**config.mk**
```make
export PLATFORM = sky130hd
export DESIGN_NAME = ifetch_queue
export DESIGN_NICKNAME = d
export VERILOG_FILES = /design/src/rtl/ifetch_queue_pkg.sv /design/src/rtl/ifetch_queue_fifo.sv /design/src/rtl/ifetch_queue.sv
export SDC_FILE = /design/constraint.sdc
export NUM_CORES = 1
export LEC_CHECK = 0
export CORE_ASPECT_RATIO = 1.4
export CORE_MARGIN = 2
export CORE_UTILIZATION = 61
export CTS_BUF_LIST = sky130_fd_sc_hd__clkbuf_2
export CTS_CLUSTER_SIZE = 40
export DETAILED_ROUTE_END_ITERATION = 8
export PLACE_DENSITY_LB_ADDON = 0.25
export SYNTH_ARGS = -nofsm -noshare
export SYNTH_HDL_FRONTEND = slang
export SYNTH_HIERARCHICAL = 1
export SYNTH_SLANG_ARGS = --single-unit
```
**constraint.sdc**
```tcl
create_clock -name clk -period 8.8 [get_ports clk]
set_input_delay 1.76 -clock clk [delete_from_list [all_inputs] [get_ports clk]]
set_output_delay 1.76 -clock clk [all_outputs]
set_load 0.02 [all_outputs]
```
**src/rtl/ifetch_queue_pkg.sv**
```systemverilog
// Shared types and default parameter values for the instruction-fetch queue.
package ifetch_queue_pkg;

    localparam int unsigned DEF_PC_W     = 10;
    localparam int unsigned DEF_INSTR_W  = 32;
    localparam int unsigned DEF_DEPTH    = 4;
    localparam int unsigned DEF_RESET_PC = 0;

    typedef enum logic [1:0] {
        IDLE  = 2'd0,
        REQ   = 2'd1,
        DRAIN = 2'd2
    } fetch_state_e;

endpackage

```
**src/rtl/ifetch_queue_fifo.sv**
```systemverilog
// Registered FIFO holding fetched {pc, instruction} entries; flush empties it in one cycle.
module ifetch_queue_fifo
    import ifetch_queue_pkg::*;
#(
    parameter int unsigned WIDTH = DEF_PC_W + DEF_INSTR_W,
    parameter int unsigned DEPTH = DEF_DEPTH
) (
    input  logic                         clk,
    input  logic                         rst,
    input  logic                         flush,
    input  logic                         push,
    input  logic [WIDTH-1:0]             push_data,
    input  logic                         pop,
    output logic                         head_valid,
    output logic [WIDTH-1:0]             head_data,
    output logic [$clog2(DEPTH+1)-1:0]   count
);

    localparam int unsigned PTR_W = $clog2(DEPTH);
    localparam int unsigned CNT_W = $clog2(DEPTH + 1);
    localparam logic [PTR_W-1:0] LAST_PTR = PTR_W'(DEPTH - 1);
    localparam logic [CNT_W-1:0] FULL_CNT = CNT_W'(DEPTH);

    logic [WIDTH-1:0] mem_q [DEPTH];
    logic [PTR_W-1:0] wr_ptr_q, rd_ptr_q;
    logic [CNT_W-1:0] count_q;
    logic             do_push, do_pop;

    function automatic logic [PTR_W-1:0] ptr_inc(input logic [PTR_W-1:0] p);
        return (p == LAST_PTR) ? '0 : p + PTR_W'(1);
    endfunction

    // Flush wins over both ports; guards make over/underflow impossible.
    assign do_pop  = pop & (count_q != '0) & ~flush;
    assign do_push = push & ((count_q != FULL_CNT) | do_pop) & ~flush;

    always_ff @(posedge clk or negedge rst) begin
        if (!rst) begin
            wr_ptr_q <= '0;
            rd_ptr_q <= '0;
            count_q  <= '0;
        end else if (flush) begin
            wr_ptr_q <= '0;
            rd_ptr_q <= '0;
            count_q  <= '0;
        end else begin
            if (do_push) wr_ptr_q <= ptr_inc(wr_ptr_q);
            if (do_pop)  rd_ptr_q <= ptr_inc(rd_ptr_q);
            if (do_push && !do_pop) begin
                count_q <= count_q + CNT_W'(1);
            end else if (do_pop && !do_push) begin
                count_q <= count_q - CNT_W'(1);
            end
        end
    end

    always_ff @(posedge clk) begin
        if (do_push) mem_q[wr_ptr_q] <= push_data;
    end

    assign head_valid = (count_q != '0);
    assign head_data  = mem_q[rd_ptr_q];
    assign count      = count_q;

endmodule

```
**src/rtl/ifetch_queue.sv**
```systemverilog
// Instruction prefetch: one outstanding memory request at a time feeding a small queue,
// with redirect flush and discard of stale responses.
module ifetch_queue
    import ifetch_queue_pkg::*;
#(
    parameter int unsigned PC_W     = DEF_PC_W,
    parameter int unsigned INSTR_W  = DEF_INSTR_W,
    parameter int unsigned DEPTH    = DEF_DEPTH,
    parameter int unsigned RESET_PC = DEF_RESET_PC
) (
    input  logic                         clk,
    input  logic                         rst,
    output logic                         IM_enable,
    output logic                         IM_read,
    output logic [PC_W-1:0]              IM_address,
    input  logic                         IM_ready,
    input  logic [INSTR_W-1:0]           instruction,
    input  logic                         redirect,
    input  logic [PC_W-1:0]              redirect_pc,
    output logic                         inst_valid,
    output logic [INSTR_W-1:0]           inst_data,
    output logic [PC_W-1:0]              inst_pc,
    input  logic                         inst_ready,
    output logic [$clog2(DEPTH+1)-1:0]   queue_count
);

    localparam int unsigned CNT_W = $clog2(DEPTH + 1);
    localparam int unsigned ENT_W = PC_W + INSTR_W;
    localparam logic [CNT_W:0]   DEPTH_C    = (CNT_W + 1)'(DEPTH);
    localparam logic [PC_W-1:0]  RESET_PC_C = PC_W'(RESET_PC);

    fetch_state_e    state_q, state_d;
    logic [PC_W-1:0] fetch_pc_q, fetch_pc_d;
    logic [PC_W-1:0] req_addr_q, req_addr_d;
    logic            push, pop, room;
    logic [CNT_W:0]  occ_after;
    logic [ENT_W-1:0] head_entry;

    assign pop  = inst_valid & inst_ready;
    assign push = (state_q == REQ) & IM_ready & ~redirect;

    // Occupancy once this cycle's push/pop settle; a new request needs a free slot beyond it.
    assign occ_after = {1'b0, queue_count} + (CNT_W + 1)'(push) - (CNT_W + 1)'(pop);
    assign room      = (occ_after < DEPTH_C);

    always_comb begin
        state_d    = state_q;
        fetch_pc_d = fetch_pc_q;
        req_addr_d = req_addr_q;
        if (redirect) begin
            fetch_pc_d = redirect_pc;
            // An unanswered request must still complete on the bus; its data is dropped.
            if ((state_q != IDLE) && !IM_ready) state_d = DRAIN;
            else                               state_d = REQ;
        end else begin
            unique case (state_q)
                IDLE:  state_d = room ? REQ : IDLE;
                REQ: begin
                    if (IM_ready) begin
                        fetch_pc_d = fetch_pc_q + PC_W'(1);
                        state_d    = room ? REQ : IDLE;
                    end
                end
                DRAIN: if (IM_ready) state_d = REQ;
                default: state_d = IDLE;
            endcase
        end
        // Latch a fresh address only when a new request starts; hold it while pending.
        if ((state_d == REQ) && ((state_q != REQ) || IM_ready || redirect)) begin
            req_addr_d = fetch_pc_d;
        end
    end

    always_ff @(posedge clk or negedge rst) begin
        if (!rst) begin
            state_q    <= IDLE;
            fetch_pc_q <= RESET_PC_C;
            req_addr_q <= '0;
        end else begin
            state_q    <= state_d;
            fetch_pc_q <= fetch_pc_d;
            req_addr_q <= req_addr_d;
        end
    end

    assign IM_enable  = (state_q != IDLE);
    assign IM_read    = IM_enable;
    assign IM_address = IM_enable ? req_addr_q : '0;

    ifetch_queue_fifo #(
        .WIDTH (ENT_W),
        .DEPTH (DEPTH)
    ) inst_fifo (
        .clk        (clk),
        .rst        (rst),
        .flush      (redirect),
        .push       (push),
        .push_data  ({fetch_pc_q, instruction}),
        .pop        (pop),
        .head_valid (inst_valid),
        .head_data  (head_entry),
        .count      (queue_count)
    );

    assign inst_pc   = head_entry[ENT_W-1:INSTR_W];
    assign inst_data = head_entry[INSTR_W-1:0];

endmodule

```
### Close-up of the layout

Bar = 5 µm. Region (40, 87) to (60, 107) µm. Cells in grey, sequential cells in the stronger grey; small squares are vias.
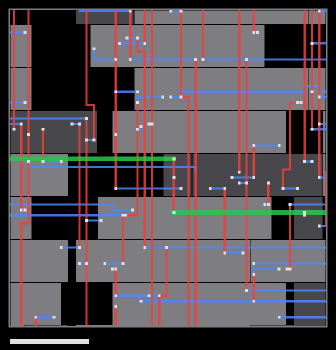
Green shows met3. Blue shows met1. Red shows met2.
Sequential cells in the window: 6. Most frequent: edfxtp_1 (6), clkbuf_2 (2), mux4_2 (2). Netlist names of flops here include `inst_fifo/mem_q` (6). 10 logic cells have their middle in the window.

### Gate families picked out

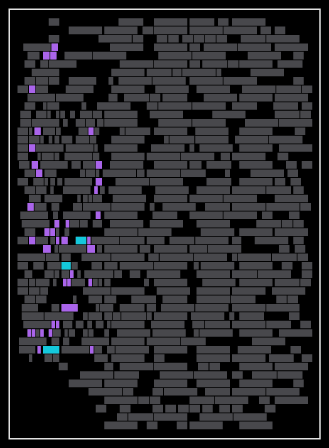
Purple shows NOR gates, cells 37, most used nor2_1. Cyan shows AND-OR and OR-AND gates, cells 3.
fraction of area in multi-input gates: 0.210
Commonest Layout Cell: edfxtp_1
Non-Filler Instances: 680

==> out/qor.txt <==
Cell Pwr Density: 190 nW/µm²
Worst-Margin Slew: 1.13 ns
Yosys stat chip area: 7890 µm²
Ys Warns: 6
Logic area: 1960 µm²
Comb area leader: multiplexers
Seq share, synth: 0.732
Clock Tree Buf Depth: 2
Area leader, netlist: edfxtp_1
DR top layer: met4
Post-synth top cells: edfxtp_1, mux4_2, dfrtp_1
Slew headroom: 0.247
HP Class: reg2reg
Num CTS Buffers: 17
Met1 Resource Use GR: 0.256
Wire length on met2: 7290 µm
Worst path depth: 3
RSZ-0062 raised after global routing: no
Adder Area Share: 0.0168
Status: finished clean
Pre-Repair DR Iteration Count: 4
Synth Flop Type: edfxtp_1
Synth area leaders: edfxtp_1, mux4_2, dfrtp_1
Htree depth: 4
Largest regs: inst_fifo/mem_q x168, fetch_pc_q x10, req_addr_q x10
DP Area: 9030 µm²
Post-CTS Hold Fix Bufs: 0
Die height: 139 µm
CP Launch Type: flip-flop
Mux frac, synth: 0.141
Netlist Area Pre-Place: 7890 µm²
WP data arrival: 3.04 ns
Setup TNS: 0 ns
Met3 Resource Use GR: 0.0501
Critical path type: reg2out
Synth Register Bits: 197
Number of enable flip-flop cells: 168
Most flop-heavy register: inst_fifo/mem_q
Count leader, synth: edfxtp_1
Setup crit start: inst_fifo/rd_ptr_q[0]
Yosys cell count: 407
Pwr Total: 1.76 mW
FF-to-FF path depth: 10
Clk pin slew, worst setup/hold paths: 0.28 ns
Routed Antenna Nets: 0
RR Startpoint: inst_fifo/count[2]
FP Util: 0.618
### Clock nets

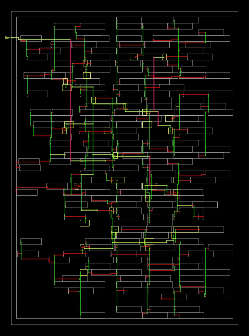
flop count: 197
P_clk: 0.444 mW
Final Skew: 0.0357 ns
Clock Sinks: 197

### Signal metal coverage by tile

The die is cut into 20 by 28 equal tiles; white is low, dark blue is high, scaled to the fullest tile. Values are wire area over tile area, all layers added.
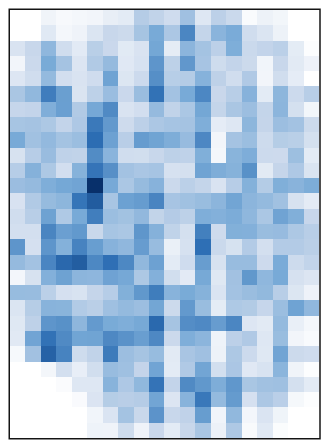
The fullest tile reaches 0.47. 19% of the tiles are over half the peak. 6.2% of the tiles are nearly empty.
per-cell routed wire length: 19.8 µm
Routed WL: 13500 µm
GRT Overall Usage: 0.207
number of vias in the routed layout: 3990

## how the worst max path moves through the flow
stage / to / slack, ns
after floorplan: req_addr_q[0] / 4.37
after global placement: req_addr_q[5] / 3.75
after detailed placement: req_addr_q[4] / 3.66
after CTS: inst_pc[7] / 3.85
after global routing: inst_pc[8] / 3.78
final: inst_pc[7] / 4.00
## where the power goes
group / leakage (nW) / internal (mW) / switching [mW] / total [mW]
logic: 1.01 / 0.120 / 0.118 / 0.237
registers: 1.88 / 1.05 / 0.0271 / 1.08
clock network: 0.155 / 0.122 / 0.321 / 0.444
## area by class of cell
type                       count  area share
clock buffer                  17     0.00915
timing repair buffer         107       0.114
tap                          153      0.0206
sequential                   197       0.621
antenna                        1    0.000269
clock inverter                15      0.0192
inverter                      12     0.00485
multi-input combinational    178       0.210
Power and IR drop assume default switching activity.
